## config.mk

```make
export PLATFORM = sky130hd
export DESIGN_NAME = fp32_addsub_arb
export DESIGN_NICKNAME = d
export VERILOG_FILES = /design/src/rtl/fp32_addsub_arb_pkg.sv /design/src/rtl/fp32_add.sv /design/src/rtl/fp32_addsub_arb.sv
export SDC_FILE = /design/constraint.sdc
export NUM_CORES = 1
export LEC_CHECK = 0
export CAP_MARGIN = 25
export CORE_UTILIZATION = 45
export DETAILED_ROUTE_END_ITERATION = 10
export PLACE_DENSITY = 0.69
export SETUP_SLACK_MARGIN = 0.15
export SLEW_MARGIN = 5
export SYNTH_ARGS = -nofsm -noshare
export SYNTH_HDL_FRONTEND = slang
export SYNTH_SLANG_ARGS = --single-unit
```

## constraint.sdc

```tcl
create_clock -name clk -period 21.1 [get_ports clk]
set_input_delay 3.165 -clock clk [delete_from_list [all_inputs] [get_ports clk]]
set_output_delay 3.165 -clock clk [all_outputs]
set_load 0.03 [all_outputs]
```

## src/rtl/fp32_addsub_arb_pkg.sv

```systemverilog
// Shared constants and types for the arbitrated FP32 add/sub unit.
package fp32_addsub_arb_pkg;

  localparam int FP_W = 32;

  function automatic int id_w(input int n);
    return (n > 1) ? $clog2(n) : 1;
  endfunction

  typedef struct packed {
    logic [FP_W-1:0] a;
    logic [FP_W-1:0] b;
    logic            sub;
  } fp_op_t;

endpackage

```

## src/rtl/fp32_add.sv

```systemverilog
// Combinational FP32 adder/subtractor, round-to-nearest-even.
module fp32_add
  import fp32_addsub_arb_pkg::*;
(
  input  logic [FP_W-1:0] a_i,
  input  logic [FP_W-1:0] b_i,
  input  logic            sub_i,
  output logic [FP_W-1:0] y_o
);

  function automatic logic [4:0] lzc27(
    input logic [26:0] v
  );
    lzc27 = 5'd27;
    for (int i = 0; i < 27; i++)
      if (v[i]) lzc27 = 5'(26 - i);
  endfunction

  logic        sa, sb, sl, ss;
  logic        eff_sub, swap, inc;
  logic        inf_a, inf_b, nan_a, nan_b;
  logic [7:0]  ea, eb, eaf, ebf;
  logic [7:0]  el, es, d, shamt;
  logic [23:0] ma, mb, ml, ms;
  logic [50:0] sh;
  logic [26:0] al, m;
  logic [27:0] s;
  logic [4:0]  lz;
  logic [9:0]  e;
  logic [24:0] mr;

  always_comb begin
    sa    = a_i[31];
    sb    = b_i[31] ^ sub_i;
    ea    = a_i[30:23];
    eb    = b_i[30:23];
    ma    = {|ea, a_i[22:0]};
    mb    = {|eb, b_i[22:0]};
    eaf   = (ea == 8'd0) ? 8'd1 : ea;
    ebf   = (eb == 8'd0) ? 8'd1 : eb;
    inf_a = (ea == 8'hFF) && (a_i[22:0] == 23'd0);
    inf_b = (eb == 8'hFF) && (b_i[22:0] == 23'd0);
    nan_a = (ea == 8'hFF) && (a_i[22:0] != 23'd0);
    nan_b = (eb == 8'hFF) && (b_i[22:0] != 23'd0);

    swap = {ebf, mb} > {eaf, ma};
    sl   = swap ? sb  : sa;
    ss   = swap ? sa  : sb;
    el   = swap ? ebf : eaf;
    es   = swap ? eaf : ebf;
    ml   = swap ? mb  : ma;
    ms   = swap ? ma  : mb;
    eff_sub = sl ^ ss;

    // Smaller operand keeps guard/round bits plus a folded sticky bit.
    d     = el - es;
    sh    = {ms, 27'd0} >> d;
    al    = sh[50:24];
    al[0] = al[0] | (|sh[23:0]);

    s = eff_sub ? ({1'b0, ml, 3'd0} - {1'b0, al})
                : ({1'b0, ml, 3'd0} + {1'b0, al});

    lz    = lzc27(s[26:0]);
    shamt = 8'd0;
    m     = '0;
    e     = '0;
    if (s[27]) begin
      m    = s[27:1];
      m[0] = m[0] | s[0];
      e    = {2'b0, el} + 10'd1;
    end else begin
      shamt = ({3'b0, lz} > (el - 8'd1)) ? (el - 8'd1) : {3'b0, lz};
      m     = s[26:0] << shamt;
      e     = {2'b0, el} - {2'b0, shamt};
    end

    inc = m[2] & (m[3] | m[1] | m[0]);
    mr  = {1'b0, m[26:3]} + {24'd0, inc};
    if (mr[24]) e = e + 10'd1;

    if (nan_a || nan_b || (inf_a && inf_b && (sa != sb)))
      y_o = 32'h7FC0_0000;
    else if (inf_a)
      y_o = {sa, 8'hFF, 23'd0};
    else if (inf_b)
      y_o = {sb, 8'hFF, 23'd0};
    else if (s == 28'd0)
      y_o = {eff_sub ? 1'b0 : sl, 31'd0};
    else if (e >= 10'd255)
      y_o = {sl, 8'hFF, 23'd0};
    else if (mr[24])
      y_o = {sl, e[7:0], 23'd0};
    else
      y_o = {sl, mr[23] ? e[7:0] : 8'd0, mr[22:0]};
  end

endmodule

```

## src/rtl/fp32_addsub_arb.sv

```systemverilog
// N-requester round-robin front end sharing one two-stage FP32 add/sub.
module fp32_addsub_arb
  import fp32_addsub_arb_pkg::*;
#(
  parameter int N_REQ = 4,
  localparam int ID_W = id_w(N_REQ)
) (
  input  logic                  clk,
  input  logic                  rst_n,
  input  logic [N_REQ-1:0]      req_valid,
  output logic [N_REQ-1:0]      req_ready,
  input  logic [N_REQ*FP_W-1:0] req_a,
  input  logic [N_REQ*FP_W-1:0] req_b,
  input  logic [N_REQ-1:0]      req_sub,
  output logic                  res_valid,
  input  logic                  res_ready,
  output logic [FP_W-1:0]       res_o,
  output logic [ID_W-1:0]       res_id,
  output logic [31:0]           op_count
);

  fp_op_t          s1_q, op_d;
  logic [ID_W-1:0] id_q, rid_q;
  logic [ID_W-1:0] ptr_q, ptr_d;
  logic [ID_W-1:0] gnt_id;
  logic            v1_q, rv_q;
  logic [FP_W-1:0] res_q, sum;
  logic [31:0]     op_count_q;
  logic            s1_adv, s2_adv;
  logic            gnt_any, take;

  assign s2_adv = !rv_q || res_ready;
  assign s1_adv = !v1_q || s2_adv;

  always_comb begin
    gnt_any = 1'b0;
    gnt_id  = '0;
    for (int k = 0; k < N_REQ; k++) begin
      if (!gnt_any && req_valid[(int'(ptr_q) + k) % N_REQ]) begin
        gnt_any = 1'b1;
        gnt_id  = ID_W'((int'(ptr_q) + k) % N_REQ);
      end
    end
    take      = gnt_any && s1_adv && rst_n;
    req_ready = take ? (N_REQ'(1) << gnt_id) : '0;
    ptr_d     = ID_W'((int'(gnt_id) + 1) % N_REQ);
    op_d.a    = req_a[int'(gnt_id)*FP_W +: FP_W];
    op_d.b    = req_b[int'(gnt_id)*FP_W +: FP_W];
    op_d.sub  = req_sub[gnt_id];
  end

  fp32_add u_add (
    .a_i   (s1_q.a),
    .b_i   (s1_q.b),
    .sub_i (s1_q.sub),
    .y_o   (sum)
  );

  always_ff @(posedge clk) begin
    if (!rst_n) begin
      v1_q       <= 1'b0;
      rv_q       <= 1'b0;
      ptr_q      <= '0;
      op_count_q <= '0;
    end else begin
      if (s2_adv) rv_q <= v1_q;
      if (s1_adv) v1_q <= take;
      if (take) ptr_q <= ptr_d;
      if (rv_q && res_ready)
        op_count_q <= op_count_q + 32'd1;
    end
  end

  // Data registers carry no reset; only the valid bits qualify them.
  always_ff @(posedge clk) begin
    if (s2_adv && v1_q) begin
      res_q <= sum;
      rid_q <= id_q;
    end
    if (take) begin
      s1_q <= op_d;
      id_q <= gnt_id;
    end
  end

  assign res_valid = rv_q;
  assign res_o     = res_q;
  assign res_id    = rid_q;
  assign op_count  = op_count_q;

endmodule

```

### Nets reached from selected ports, run 1

Scale: 2 px per micron.
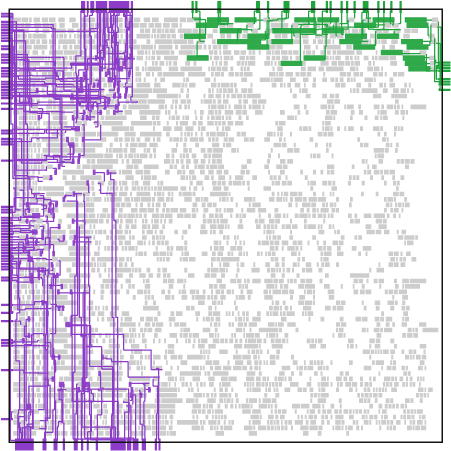
[purple] `req_b` | bits: 128 | direction: input | edge: 68 left, 37 bottom, 23 top | end cells: 128 | buffers: 128 | wire: 6930 microns
[green] `res_o` | bits: 32 | direction: output | edge: 24 top, 8 right | end cells: 32 | buffers: 32 | wire: 694 microns
port bufs: 337
IO Count: 338

### Cell placement, run 1

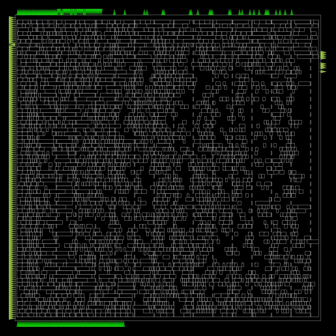
flop count: 137
cell row count: 77
area of the core: 44600 sq um

### Register map, names as in the netlist, run 1

Scale: 1 px per micron.
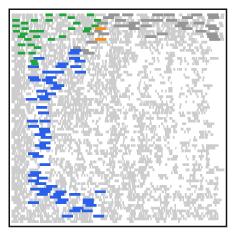
[blue] `s1_q` | sequential cells: 65 | where: a column on the left
[green] `op_count` | sequential cells: 32 | where: upper left
[orange] `res_id` | sequential cells: 2
not colored: 38

### Placement by cell class, run 1

Scale: 1 px per micron.
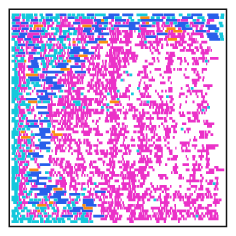
[blue] sequential cells | cells: 137
[magenta] combinational and other logic | cells: 2570
[cyan] remaining buffers and delay cells | cells: 377
[orange] clock drivers and dummy loads | cells: 32

==> impl_metrics.json, run 1 <==
{
  "cp_common_cell": "sky130_fd_sc_hd__o21ai_0",
  "timing.critical_path.to_type": "flip-flop",
  "number_of_instances_resized_during_post_cts_repair": 0,
  "fa_ha_area_share_pct": 6.46,
  "die_w_microns": 216,
  "place.gp.congestion": 1.03,
  "cts_buffers": 17,
  "grt_first_pass_wirelength_mm": 140,
  "slew_headroom_pct": 29.8,
  "cts.clk_slew.worst_paths_ns": 0.07,
  "setup_violations": 0,
  "clock_skew_ns": 0.0127,
  "path_class": "reg2reg",
  "synthXorXnorAreaFrac_pct": 4.25,
  "setup.worst_path.start_class": "flip-flop",
  "m1WireLength_mm": 36.6,
  "min_period_over_period_pct": 89.8,
  "drive_above_1_share_pct": 7.32,
  "ys.flop_type": "sky130_fd_sc_hd__edfxtp_1",
  "layout_top_cell_excl_fill_tap": "sky130_fd_sc_hd__nand2_1",
  "detailed_place_hpwl_mm": 74.2,
  "holdCritPathClass": "reg2reg",
  "synth.avg_cell_area_sq_um": 7.10,
  "drcViolationCount": 0,
  "seq_area_frac_synth_pct": 18.3,
  "detailroute.wirelength.met2_mm": 43.4,
  "mappedNetlistArea_sq_um": 20600,
  "grt_antenna_before_repair": 15,
  "timing.fmax_mhz": 52.8,
  "synth-compound-area-share_pct": 26.7,
  "comb_area_sq_um": 15500,
  "setup-tns-final_ns": 0,
  "clkLatencyLatePin_ns": 0.49,
  "max_cap_violations": 0,
  "post_drt_wl_per_cell_microns": 25.1,
  "ff_latch_area_sq_um": 3750,
  "critPathRequiredTime_ns": 21.31,
  "critPathMaxFanout": 48,
  "route.final.wire_length_mm": 93.3,
  "most-common-layout-cells": "sky130_fd_sc_hd__nand2_1 (511), sky130_fd_sc_hd__clkdlybuf4s50_1 (337), sky130_fd_sc_hd__nor2_1 (220)",
  "number_of_endpoints_with_negative_hold_slack_in_the_final_report": 0,
  "viasPerCell": 6.56,
  "die_y_microns": 216,
  "grt-ovfl-total": 0,
  "yosys_warnings": 0,
  "openroad.warnings": 55,
  "critPathMaxStageDelay_ns": 0.83,
  "first_global_vias": 22940,
  "critPathArrivalTime_ns": 19.16,
  "muxShareOfSynthArea_pct": 6.22,
  "synth-cells-yosys": 2897,
  "yosys_area_sq_um": 20600,
  "clock-sinks": 137,
  "cts_post_setup_buffers_inserted": 0,
  "grt_usage_pct": 38.9,
  "ys_types": 132,
  "drt_first_iter_violations": 2764,
  "drt_pre_antenna_iters": 6,
  "synth.cellmix.simpleShare_pct": 31.8,
  "initial_utilization_pct": 46.1,
  "route.antenna.remaining_nets": 0,
  "run_status": "finished, final reports clean",
  "cts_tree": "built",
  "die_area_sq_um": 46500,
  "enable_flop_cells": 101,
  "cts_hold_buffers": 0,
  "synth_flop_count": 137,
  "highest_layer": "met5",
  "postSynthCellCount": 2897,
  "area_growth_synth_to_finish_pct": 20.7,
  "final-max-slew-violation-count": 0,
  "total_number_of_vias": 24432,
  "grt_max_degree": 97,
  "highest_delay_cell_along_the_critical_path": "sky130_fd_sc_hd__a21o_1",
  "cts_max_path_buffers": 2,
  "r2r_setup_slack_ns": 2.14,
  "fp_nets": 3269,
  "unrepaired_setup_endpoints_after_global_routing": "no",
  "tightest_slew_ns": 1.05,
  "cts_htree_levels": 4,
  "nNetsFinal": 3475,
  "layout_fillers": 4144,
  "shortest_clock_period_the_worst_path_allows_after_layout_ns": 18.96,
  "clk_root_buffer_cell": "sky130_fd_sc_hd__clkbuf_16",
  "met3WireLength_mm": 8.32,
  "synth-async-reset-ratio_pct": 0,
  "end_of_flow_core_utilization_pct": 55.6,
  "netlist_logic_family_top": "simple AND/OR/NAND/NOR gates"
}
run 1: stage by stage:
stage | instance area (sq um) | hold slack, ns | setup WS (ns) | std cells
finish | 24800 | 0.421 | 2.14 | 3723
global route | 24800 | 0.439 | 1.14 | 3721
CTS | 24700 | 0.423 | 2.32 | 3706
detailed placement | 24200 | 0.406 | 2.44 | 3674
global placement | 24200 | 0.408 | 2.90 | 3674
floorplan | 20600 | 0.400 | 5.18 | 2897
run 1: cell usage after synthesis, types with 57 or more instances:
cell                         n  area, sq um
sky130_fd_sc_hd__nor2_1    221          830
sky130_fd_sc_hd__a31oi_1    95          594
sky130_fd_sc_hd__xnor2_1    76          666
sky130_fd_sc_hd__nor3_1     83          415
sky130_fd_sc_hd__a21oi_1   175          876
sky130_fd_sc_hd__o21ai_0   160          801
sky130_fd_sc_hd__inv_1     116          435
sky130_fd_sc_hd__nand2_1   511         1920
sky130_fd_sc_hd__clkbuf_1  129          484
sky130_fd_sc_hd__mux2i_1    57          571
sky130_fd_sc_hd__edfxtp_1  101         3030
sky130_fd_sc_hd__and3_1     96          601
sky130_fd_sc_hd__ha_1      103         1290
sky130_fd_sc_hd__nand3_1   110          551
run 1: logic make-up after synthesis:
logic type	Yosys count
other	1
AND-OR/OR-AND	805
multiplexers	108
XOR/XNOR	99
buffers and inverters	311
flip-flops	137
adder cells (fa/ha/maj)	105
AND/OR/NAND/NOR	1331
run 1: critical path, delay by kind of cell, from the launching register on:
kind,cells,cell delay [ns]
compound gates,26,6.79
simple gates,26,5.46
fa+ha+maj,6,1.97
buf+inv,8,1.79
mux,6,1.48
xor+xnor,2,0.60
flops,1,0.52
run 1: registers in the layout, summed over array words and instances (netlist names):
| register | count |
|---|---|
| res_id | 2 |
| v1_q | 1 |
| s1_q | 65 |
| id_q | 2 |
| ptr_q | 2 |
| res_o | 32 |
| op_count | 32 |
| res_valid | 1 |
run 1: final timing paths:
path / cells past startpoint / startpoint / endpoint
max: 74 / s1_q[25]$_DFFE_PP_ / res_o[22]$_SDFFCE_PP1P_
min: 0 / id_q[0]$_DFFE_PP_ / res_id[0]$_DFFE_PP_
max reg2reg: 74 / s1_q[25]$_DFFE_PP_ / res_o[22]$_SDFFCE_PP1P_
min reg2reg: 0 / id_q[0]$_DFFE_PP_ / res_id[0]$_DFFE_PP_
run 1: routing by layer:
layer  track usage, %  vias up
met5                0        -
met4             21.7        4
met3             7.26      279
met2             63.9     1410
met1             47.9    11645
li1                 -    11094
run 1: layout make-up:
cell class / count / area share (%)
Multi-Input combinational cell: 2449 / 62.7
Sequential cell: 137 / 15.1
Timing Repair Buffer: 377 / 14.9
Tap cell: 592 / 2.99
Inverter: 121 / 1.84
Clock buffer: 19 / 1.83
Clock inverter: 13 / 0.474
Antenna cell: 15 / 0.151
### Clock network drawn from the DEF, run 1

Scale: 1 px per micron.
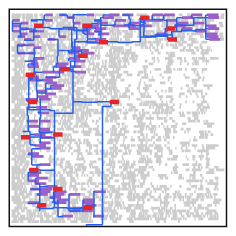

==> run 2: changes to the inputs <==
--- a/config.mk
+++ b/config.mk
@@ -6,9 +6,11 @@
 export NUM_CORES = 1
 export LEC_CHECK = 0
 export CAP_MARGIN = 25
-export CORE_UTILIZATION = 45
+export CELL_PAD_IN_SITES_DETAIL_PLACEMENT = 0
+export CELL_PAD_IN_SITES_GLOBAL_PLACEMENT = 2
+export CORE_UTILIZATION = 31
 export DETAILED_ROUTE_END_ITERATION = 10
-export PLACE_DENSITY = 0.69
+export PLACE_DENSITY_LB_ADDON = 0.1
 export SETUP_SLACK_MARGIN = 0.15
 export SLEW_MARGIN = 5
 export SYNTH_ARGS = -nofsm -noshare
### Clock network drawn from the DEF, run 2

Scale: 1 px per micron.
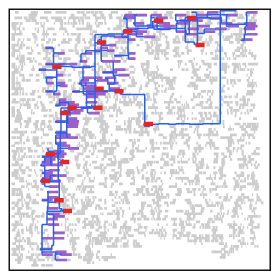
[blue] clock wires | length: 2100 microns
[red] clock drivers | count: 17
[purple] flip-flops | count: 137
routed clock nets: 18

### Nets reached from selected ports, run 2

Scale: 2 px per micron.
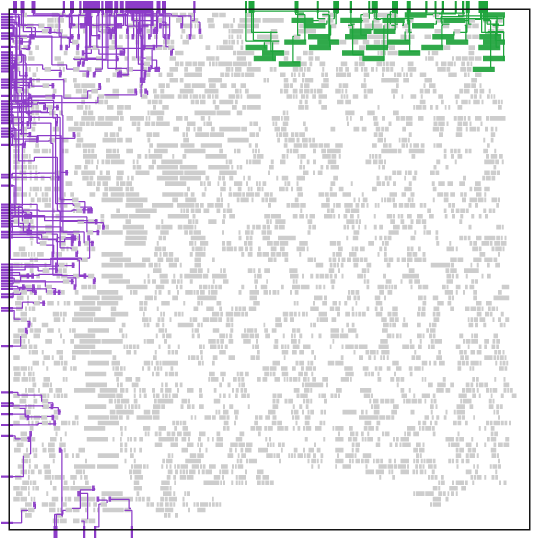
[green] `res_o` | bits: 32 | direction: output | edge: top | end cells: 32 | buffers: 32 | wire: 802 microns
[purple] `req_b` | bits: 128 | direction: input | edge: 75 left, 48 top, 5 bottom | end cells: 128 | buffers: 128 | wire: 4030 microns

==> impl_metrics.json, run 2 <==
{
  "run_status": "finished, final reports clean",
  "holdCritStartpoint": "id_q[1]$_DFFE_PP_",
  "critPathMaxFanout": 88,
  "shortest_clock_period_the_worst_path_allows_after_layout_ns": 19.36,
  "tightest_slew_ns": 1.11,
  "min_period_over_period_pct": 91.7,
  "post_drt_wl_per_cell_microns": 24.5,
  "setup.worst_path.start_class": "flip-flop",
  "clock_skew_ns": 0.0215,
  "grt-ovfl-total": 0,
  "detailed_place_hpwl_mm": 78.3,
  "gr-usage-met1_pct": 36.2,
  "nNetsFinal": 3476,
  "design.portCount": 338,
  "netlist_logic_family_top": "simple AND/OR/NAND/NOR gates",
  "setup-tns-final_ns": 0,
  "drt_first_iter_violations": 2400,
  "critPathLaunch": "s1_q[57]$_DFFE_PP_",
  "total_number_of_vias": 23328,
  "critPathMaxStageDelay_ns": 0.93,
  "synthTopCellsByArea": "sky130_fd_sc_hd__edfxtp_1 (15%), sky130_fd_sc_hd__nand2_1 (9.3%), sky130_fd_sc_hd__ha_1 (6.3%)",
  "cts.clk_slew.worst_paths_ns": 0.06,
  "cts_max_path_buffers": 2,
  "synthXorXnorAreaFrac_pct": 4.25,
  "gr-usage-met2_pct": 47.6,
  "cts_post_setup_buffers_inserted": 0,
  "enable_flop_cells": 101,
  "timing.fmax_mhz": 51.7,
  "route.antenna.remaining_nets": 0,
  "fp_nets": 3269,
  "synth.top_cells.by_count": "sky130_fd_sc_hd__nand2_1 (511), sky130_fd_sc_hd__nor2_1 (221), sky130_fd_sc_hd__a21oi_1 (175)",
  "dpl.cell_count": 3946,
  "globalRouteMet3Util_pct": 4.36,
  "ff_latch_area_sq_um": 3750,
  "layout_top_cell_excl_fill_tap": "sky130_fd_sc_hd__nand2_1",
  "openroad.warnings": 55,
  "yosysMostFrequentCell": "sky130_fd_sc_hd__nand2_1",
  "grt_antenna_before_repair": 1,
  "synth.largest_area_cell": "sky130_fd_sc_hd__edfxtp_1",
  "unrepaired_setup_endpoints_after_global_routing": "no",
  "top_area_share_pct": 14.8,
  "yosys_area_sq_um": 20600,
  "route.final.wire_length_mm": 97.6,
  "die_w_microns": 260,
  "highest_delay_cell_along_the_critical_path": "sky130_fd_sc_hd__ha_4",
  "cts_buffers": 17,
  "setup_violations": 0,
  "final-max-slew-violation-count": 0,
  "cts_htree_levels": 4,
  "die_y_microns": 260,
  "first_global_vias": 22528,
  "ys.flop_type": "sky130_fd_sc_hd__edfxtp_1",
  "postSynthCellCount": 2897,
  "cts_tree": "built",
  "num_antenna_cells": 0,
  "seq_area_frac_synth_pct": 18.3,
  "instances_no_fill": 3981,
  "critPathRequiredTime_ns": 21.27,
  "clkLatencyLatePin_ns": 0.46,
  "slew_headroom_pct": 25.4,
  "design.core.area_sq_um": 65600,
  "grt_most_used_layer": "met2",
  "synth-cells-yosys": 2897,
  "synth-compound-area-share_pct": 26.7,
  "synth_flop_count": 137,
  "fa_ha_area_share_pct": 6.46
}
-- run 2: logic make-up after synthesis --
kind of cell	Yosys count
fa+ha+maj	105
buf+inv	311
other cells	1
mux	108
xor+xnor	99
simple gates	1331
flops	137
compound gates	805
-- run 2: routing by layer --
metal  part of all wire, %  wire, microns
met4                   2.8           2710
met5                     0              0
met3                   5.7           5570
met1                    44          42800
met2                    48          46500
-- run 2: layout make-up --
cell class	count	share of cell area, %
flip-flops and latches	137	14.9
multi-input cells	2449	61.9
clock inverters	10	0.299
inverters	121	1.82
well taps	864	4.30
repair buffers	378	14.8
clock buffers	22	1.98
-- run 2: path summary, 6_finish.rpt --
check                       endpoint  slack, ns  cells past startpoint
min              res_id[1]$_DFFE_PP_       0.42                      0
max          res_o[22]$_SDFFCE_PP1P_       1.74                     70
max reg2reg  res_o[22]$_SDFFCE_PP1P_       1.74                     70
min reg2reg      res_id[1]$_DFFE_PP_       0.42                      0
-- run 2: through the flow --
stage | util, % | hold slack (ns) | setup WS (ns)
after detailed placement | 37.3 | 0.420 | 2.24
after global routing | 38.3 | 0.431 | 0.245
after CTS | 38.2 | 0.425 | 2.15
final | 38.3 | 0.420 | 1.74
after floorplan | - | 0.400 | 5.18
after global placement | 37.3 | 0.401 | 2.69
-- run 2: worst max-delay path: cells and delay by family, from the launching register on --
family | cells | cell delay (ns)
mux | 4 | 1.48
simple gates | 24 | 5.64
fa+ha+maj | 6 | 2.35
xor+xnor | 2 | 0.55
flops | 1 | 0.51
buf+inv | 6 | 1.67
compound gates | 28 | 6.74
